===== src/rtl/muler_seq.sv =====
`default_nettype none
// ============================================================================
// Module   : muler_seq
// Brief    : Sequential 16x16 shift-add multiplier, one multiplier bit per
//            clock, registered 32-bit product with a one-cycle done strobe.
//            Optional two's-complement operands: define MULER_SIGNED_EN.
// Revision : 1.0 - initial release
// ============================================================================
module muler_seq (
    input  logic        CK,
    input  logic        RST_N,
    input  logic [15:0] in1,
    input  logic [15:0] in2,
    input  logic        start,
    output logic [31:0] product,
    output logic        busy,
    output logic        done
);

    typedef enum logic [0:0] {
        IDLE = 1'b0,
        RUN  = 1'b1
    } state_t;

    state_t      state;
    logic [15:0] mcand;
    logic [15:0] mplier;
    logic [15:0] acc_hi;
    logic [4:0]  cnt;

    logic [15:0] op_a;
    logic [15:0] op_b;
    logic [16:0] sum;
    logic [15:0] acc_nxt;
    logic [15:0] mplier_nxt;
    logic [31:0] result;
    logic [31:0] prod_nxt;

`ifdef MULER_SIGNED_EN
    logic sgn;

    // Core works on magnitudes; 0x8000 maps to 32768, which still fits 16 bits.
    always_comb begin
        op_a     = in1[15] ? (~in1) + 16'd1 : in1;
        op_b     = in2[15] ? (~in2) + 16'd1 : in2;
        prod_nxt = sgn ? (~result) + 32'd1 : result;
    end
`else
    always_comb begin
        op_a     = in1;
        op_b     = in2;
        prod_nxt = result;
    end
`endif

    // The multiplier register doubles as the low half of the accumulator:
    // each shift retires one multiplier bit and admits one product bit.
    always_comb begin
        sum        = mplier[0] ? ({1'b0, acc_hi} + {1'b0, mcand}) : {1'b0, acc_hi};
        acc_nxt    = sum[16:1];
        mplier_nxt = {sum[0], mplier[15:1]};
        result     = {acc_nxt, mplier_nxt};
    end

    always_ff @(posedge CK) begin
        if (!RST_N) begin
            state   <= IDLE;
            mcand   <= 16'd0;
            mplier  <= 16'd0;
            acc_hi  <= 16'd0;
            cnt     <= 5'd0;
            product <= 32'd0;
            busy    <= 1'b0;
            done    <= 1'b0;
`ifdef MULER_SIGNED_EN
            sgn     <= 1'b0;
`endif
        end else begin
            done <= 1'b0;
            case (state)
                IDLE: begin
                    if (start) begin
                        mcand  <= op_a;
                        mplier <= op_b;
                        acc_hi <= 16'd0;
                        cnt    <= 5'd0;
                        busy   <= 1'b1;
                        state  <= RUN;
`ifdef MULER_SIGNED_EN
                        sgn    <= in1[15] ^ in2[15];
`endif
                    end
                end
                RUN: begin
                    acc_hi <= acc_nxt;
                    mplier <= mplier_nxt;
                    cnt    <= cnt + 5'd1;
                    // cnt==15 here means this edge performs the 16th iteration
                    if (cnt == 5'd15) begin
                        product <= prod_nxt;
                        done    <= 1'b1;
                        busy    <= 1'b0;
                        state   <= IDLE;
                    end
                end
                default: state <= IDLE;
            endcase
        end
    end

endmodule
`default_nettype wire

===== config.mk =====
export PLATFORM = sky130hd
export DESIGN_NAME = muler_seq
export DESIGN_NICKNAME = d
export VERILOG_FILES = /design/src/rtl/muler_seq.sv
export SDC_FILE = /design/constraint.sdc
export NUM_CORES = 1
export LEC_CHECK = 0
export ABC_AREA = 1
export ABC_CLOCK_PERIOD_IN_PS = 1700
export CAP_MARGIN = 30
export CORE_UTILIZATION = 49
export DETAILED_ROUTE_END_ITERATION = 16
export MAX_ROUTING_LAYER = met4
export PLACE_DENSITY_LB_ADDON = 0.15
export SLEW_MARGIN = 20
export SYNTH_ARGS = -nofsm -noshare
export SYNTH_HDL_FRONTEND = slang
export SYNTH_SLANG_ARGS = --single-unit

===== constraint.sdc =====
create_clock -name CK -period 1.7 [get_ports CK]
set_input_delay 0.34 -clock CK [delete_from_list [all_inputs] [get_ports CK]]
set_output_delay 0.34 -clock CK [all_outputs]
set_load 0.05 [all_outputs]

==> results.md, run 1 <==
| Quantity | This run | Unit |
|:---|:---|:---|
| Pleak | 2.607 | nW |
| Sum of net half-perimeters after detailed placement | 8065 | um |
| Hold-fix buffer count after cts | 0 | - |
| Worst reg2reg path endpoint | acc_hi[7] | - |
| Num Clock Sinks | 88 | - |
| Number of warning messages in the logs | 28 | - |
| Flip-flops with a built-in enable | 0 | - |
| Overall fraction of global-route tracks in use | 0.2666 | - |
| Largest stage delay on the critical path | 0.36 | ns |
| First-pass detailed-route iteration total | 6 | - |
| Clk buf depth | 2 | - |
| Quantity of I/O buffers inserted on ports | 68 | - |
| Slew Limit Headroom | 0.7321 | - |
| Synth unique cells | 38 | - |
| Via count of the first global-routing pass | 3950 | - |
| Nets | 756 | - |
| Die ar. | 9316 | um2 |
| Worst-case clock skew | 0.01005 | ns |
| RePlAce Congestion | 0.8581 | - |
| Sw power | 1.193 | mW |
| Reg2reg start | acc_hi[0] | - |
| Worst Path Class, Setup | flip-flop to flip-flop | - |
| Asr flop ratio synth | 0 | - |
| Detailed-routing wirelength on met1 | 5255 | um |
| Average size of a mapped cell | 7.107 | um2 |
| Type of element launching the critical path | flip-flop | - |
| Met3 layer wire length in the routed design | 470 | um |
| Dominant cell type by area after synthesis | dfxtp_1 | - |
| Status | finished with violations | - |
| Post-route minimum period | 1.817 | ns |
| Tally of nets with antenna violations remaining after routing | 0 | - |
| Internal power component | 3.188 | mW |
| Class of the tightest hold or removal check | flip-flop to flip-flop | - |
| CP most frequent cell | nand2_2 | - |
| Violated checks | negative setup slack | - |
| Yosys warning tally | 0 | - |
| Cell family with the largest share of critical-path delay | simple AND/OR/NAND/NOR gates | - |
| Maximum ir drop on the vdd rail | 0.3846 | mV |
| Final worst setup slack | -0.1167 | ns |
| Die height | 96.52 | um |
| Tightest hold margin | 0.4596 | ns |
| Buffer cell driving the clock tree root | clkbuf_8 | - |
| Worst Hold Endpoint | product[13] | - |
| Hold_sp | product[13] | - |
| Setup Viol. Count Final | 14 | - |
| Max Used Layer | met4 | - |
run 1: metrics by stage:
step,utilization,cells,power [mW],area (um2)
CTS,0.6347,808,4.323,5508
global placement,0.6011,791,2.787,5216
detailed placement,0.6011,791,2.801,5216
floorplan,-,616,2.570,4378
global route,0.6703,815,4.566,5817
finish,0.6703,815,4.381,5817
run 1: worst min-delay path, cell delays in order (launching register included):
cell	delay (ns)
dfxtp_1	0.32
nand2_1	0.05
o21ai_1	0.05
run 1: placed cells by master (no fill, tap or decap), types with 14 or more instances in the layout:
cell	netlist	routed
nand3_2	10	18
nand2_2	3	16
nand2_1	185	169
dfxtp_1	88	69
dfxtp_2	0	18
o21ai_0	30	28
nor2_1	50	49
inv_1	70	69
clkdlybuf4s50_1	0	34
buf_4	2	58
nand3_1	40	30
o21ai_1	12	14
a21oi_1	21	18
run 1: cells by family after synthesis:
| logic type | synth area share |
|---|---|
| and+or+nand+nor | 0.3129 |
| buffers and inverters | 0.09403 |
| AOI/OAI and AO/OA | 0.1243 |
| DFF | 0.4024 |
| adders and majority gates | 0.05602 |
| xor gates and xnor gates | 0.008004 |
| muxes | 0.002286 |
run 1: layout make-up:
type / instances / area (um2) / share of cell area
Clock buffer: 12 / 155.1 / 0.02667
Clock inverter: 4 / 51.30 / 0.008819
Inverter: 79 / 301.5 / 0.05184
Multi-Input combinational cell: 425 / 2499 / 0.4296
Sequential cell: 88 / 1788 / 0.3074
Tap cell: 108 / 135.1 / 0.02323
Timing Repair Buffer: 97 / 875.8 / 0.1506
Timing Repair inverter: 2 / 11.26 / 0.001936
run 1: power groups by stage:
stage,combinational [mW],clock (mW),sequential (mW)
CTS,0.594,1.55,2.18
global route,0.713,1.66,2.20
global placement,0.567,0,2.22
detailed placement,0.579,0,2.22
floorplan,0.358,0,2.21
finish,0.648,1.54,2.19
run 1: how the worst max path moves through the flow:
stage | end | depth (start not counted)
finish | acc_hi[7] | 11
global route | acc_hi[13] | 11
CTS | acc_hi[7] | 11
detailed placement | acc_hi[11] | 11
global placement | acc_hi[11] | 11
floorplan | acc_hi[11] | 11
run 1: sequential cells by signal, summed over array words and instances (netlist names):
name and cells:
acc_hi 16, busy 1, mcand 16, mplier 16, cnt 5, product 32
done 1, state 1
run 1: routing by layer:
metal / global-route usage / up-vias
li1: - / 2135
met5: - / -
met3: 0.04617 / 20
met1: 0.3195 / 1982
met2: 0.4501 / 102
met4: 0.09436 / 0
run 1: what timing repair did:
action | 4_1_cts | 5_1_grt
endpoints found under the setup margin | 20 | 48
buffers inserted | 1 | 5
gates resized | 16 | 68
pin swaps | 2 | 14
cloned | 0 | 2
**Run 1: cell area per tile**

(3 px per um) 10 x 10 tiles, from white (low) to dark blue (high), 0 to 100% covered.
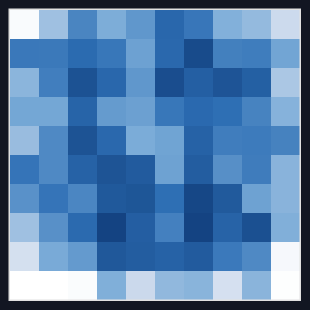
- mean over tiles: 61%
- tiles over 75% full: 33%
- nearly empty tiles: 3.0%
Starting Density: 0.5045
Final Util: 0.6703

**Run 1: power grid**

(4 px per um) Pins as bars on the die edge.
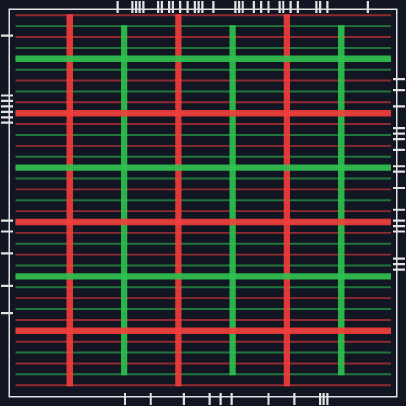
- VDD: green
- VSS: red
- rows: 34
- signal pins: 69
- met5 straps: 6

**Run 1: signal wires on met4**

(4 px per um)
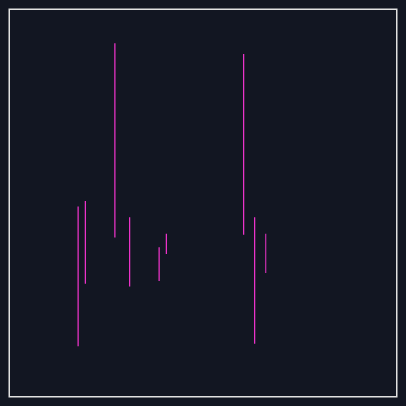
- longest straight run: 48.3 um
- wire length on this layer: 219 um
- share of all routed wire: 1.9%
detailed-route via count: 4239
final WL: 11790 um

## Run 2: what changed since run 1
--- a/config.mk
+++ b/config.mk
@@ -11,7 +11,7 @@
 export CORE_UTILIZATION = 49
 export DETAILED_ROUTE_END_ITERATION = 16
 export MAX_ROUTING_LAYER = met4
-export PLACE_DENSITY_LB_ADDON = 0.15
+export PLACE_DENSITY = 0.88
 export SLEW_MARGIN = 20
 export SYNTH_ARGS = -nofsm -noshare
 export SYNTH_HDL_FRONTEND = slang
**Run 2: routing congestion**

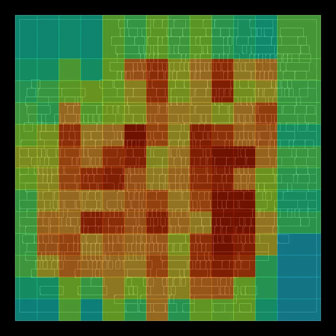
Final Util: 0.6763
most congested layer reported by global routing: met2
met1 track demand over resource: 0.3112
met2 GRT Util: 0.4354

**Run 2: signal wires on met4**

(4 px per um)
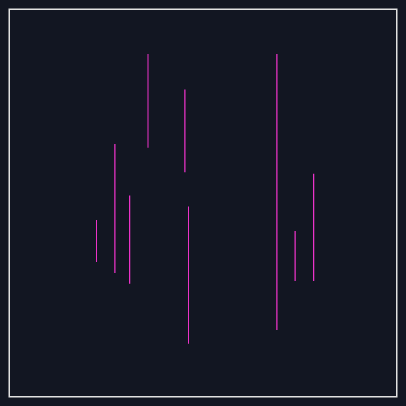
- longest straight run: 68.7 um
- share of all routed wire: 2.1%
- nets with wire on the layer: 8
detailed-route via count: 4372
final WL: 12130 um

==> run 2 against run 1 <==
Flip-flop count unchanged. Wire length rose by 2.9%. First-iteration DRC count rose by 120%. Via count up 3.1%. The run still ends with negative setup slack left. Sequential share of layout area decreased by 0.23 points. Non-clock buffer count grew 3. Largest cell class unchanged. Clock skew rose by 0.0078 ns. Utilization rose by 0.61 points. Worst setup slack improved by 0.039 ns.
==> results.md, run 2 <==
| Quantity | This run | Unit |
|:---|:---|:---|
| Status | finished with violations | - |
| Violated checks | negative setup slack | - |
| Synth unique cells | 38 | - |
| Overall fraction of global-route tracks in use | 0.2600 | - |
| Starting Density | 0.5045 | - |
| Yosys warning tally | 0 | - |
| RePlAce Congestion | 0.8874 | - |
| Post-route minimum period | 1.777 | ns |
| Pleak | 2.613 | nW |
| Final worst setup slack | -0.07744 | ns |
| Worst Path Class, Setup | flip-flop to flip-flop | - |
| Most common library cell in the layout ignoring fill and taps | nand2_1 | - |
| Nets | 758 | - |
| Largest register by flop count | product | - |
| Area after DPL | 5196 | um2 |
| Top Layout Cells | nand2_1, dfxtp_1, inv_1 | - |
| Sum of net half-perimeters after detailed placement | 7823 | um |
| Setup Viol. Count Final | 7 | - |
| Quantity of I/O buffers inserted on ports | 68 | - |
| Dominant cell type by area after synthesis | dfxtp_1 | - |
| Tally of nets with antenna violations remaining after routing | 0 | - |
| Average size of a mapped cell | 7.107 | um2 |
| Num Clock Sinks | 88 | - |
| Clk buf depth | 2 | - |
| Die height | 96.52 | um |
| Via count of the first global-routing pass | 3932 | - |
| Class of the tightest hold or removal check | flip-flop to flip-flop | - |
| Flip-flops with a built-in enable | 0 | - |
| M3 GR Usage | 0.04147 | - |
| Tightest hold margin | 0.4596 | ns |
run 2: cell counts after synthesis:
Identical to the previous run, type by type.
run 2: repair_timing:
| action | CTS | global route |
|---|---|---|
| setup buffers | 2 | 7 |
| pin swaps | 2 | 13 |
| endpoints found under the setup margin | 20 | 46 |
| resized | 12 | 86 |
| cloned | 0 | 2 |
run 2: cell families (layout without fill, tap and decap cells):
logic type,Yosys count,count (layout),share of synthesized area
DFF,88,88,0.4024
xor gates and xnor gates,4,4,0.008004
AOI/OAI and AO/OA,90,90,0.1243
and+or+nand+nor,311,311,0.3129
muxes,1,1,0.002286
adders and majority gates,19,19,0.05602
buffers and inverters,103,196,0.09403
run 2: final timing paths:
check         startpoint  slack, ns  cells past startpoint          end
max             mcand[0]      -0.08                      9    acc_hi[3]
min          product[28]       0.46                      2  product[28]
max reg2reg     mcand[0]      -0.08                      9    acc_hi[3]
min reg2reg  product[28]       0.46                      2  product[28]
run 2: cell type report:
cell class	instances	area, um2
fill	670	2809
multi-input combinational	425	2527
sequential	88	1790
timing repair buffer	100	914.6
inverter	79	301.5
tap	108	135.1
clock buffer	9	123.9
clock inverter	7	70.07
timing repair inverter	1	6.256
run 2: routing by layer:
layer / vias up / wire length (um)
met3: 23 / 777
li1: 2142 / -
met2: 177 / 5983
met5: - / 0
met1: 2030 / 5121
met4: 0 / 248
run 2: worst max-delay path, cell delays in order, from the launching register on:
cell      delay [ns]
dfxtp_2         0.35
ha_4            0.16
fa_2            0.35
nand2_2         0.07
nand2_2         0.06
and2_4          0.16
xnor2_1         0.14
nand2_1         0.11
o211ai_1        0.14
a21oi_1         0.11
run 2: power by group:
part	internal [mW]	leakage, nW	total (mW)	switching (mW)
Clock	0.577	0.0973	1.44	0.866
Sequential	2.13	0.724	2.19	0.0640
Combinational	0.291	1.79	0.658	0.367
Total	3.00	2.61	4.29	1.30
run 2: per-stage QoR:
stage / instances / total power [mW]
2_1_floorplan: 616 / 2.570
3_5_place_dp: 790 / 2.795
4_1_cts: 808 / 4.230
5_1_grt: 817 / 4.463
6_report: 817 / 4.295
3_3_place_gp: 790 / 2.779
Power is estimated from default activity; no workload was simulated.
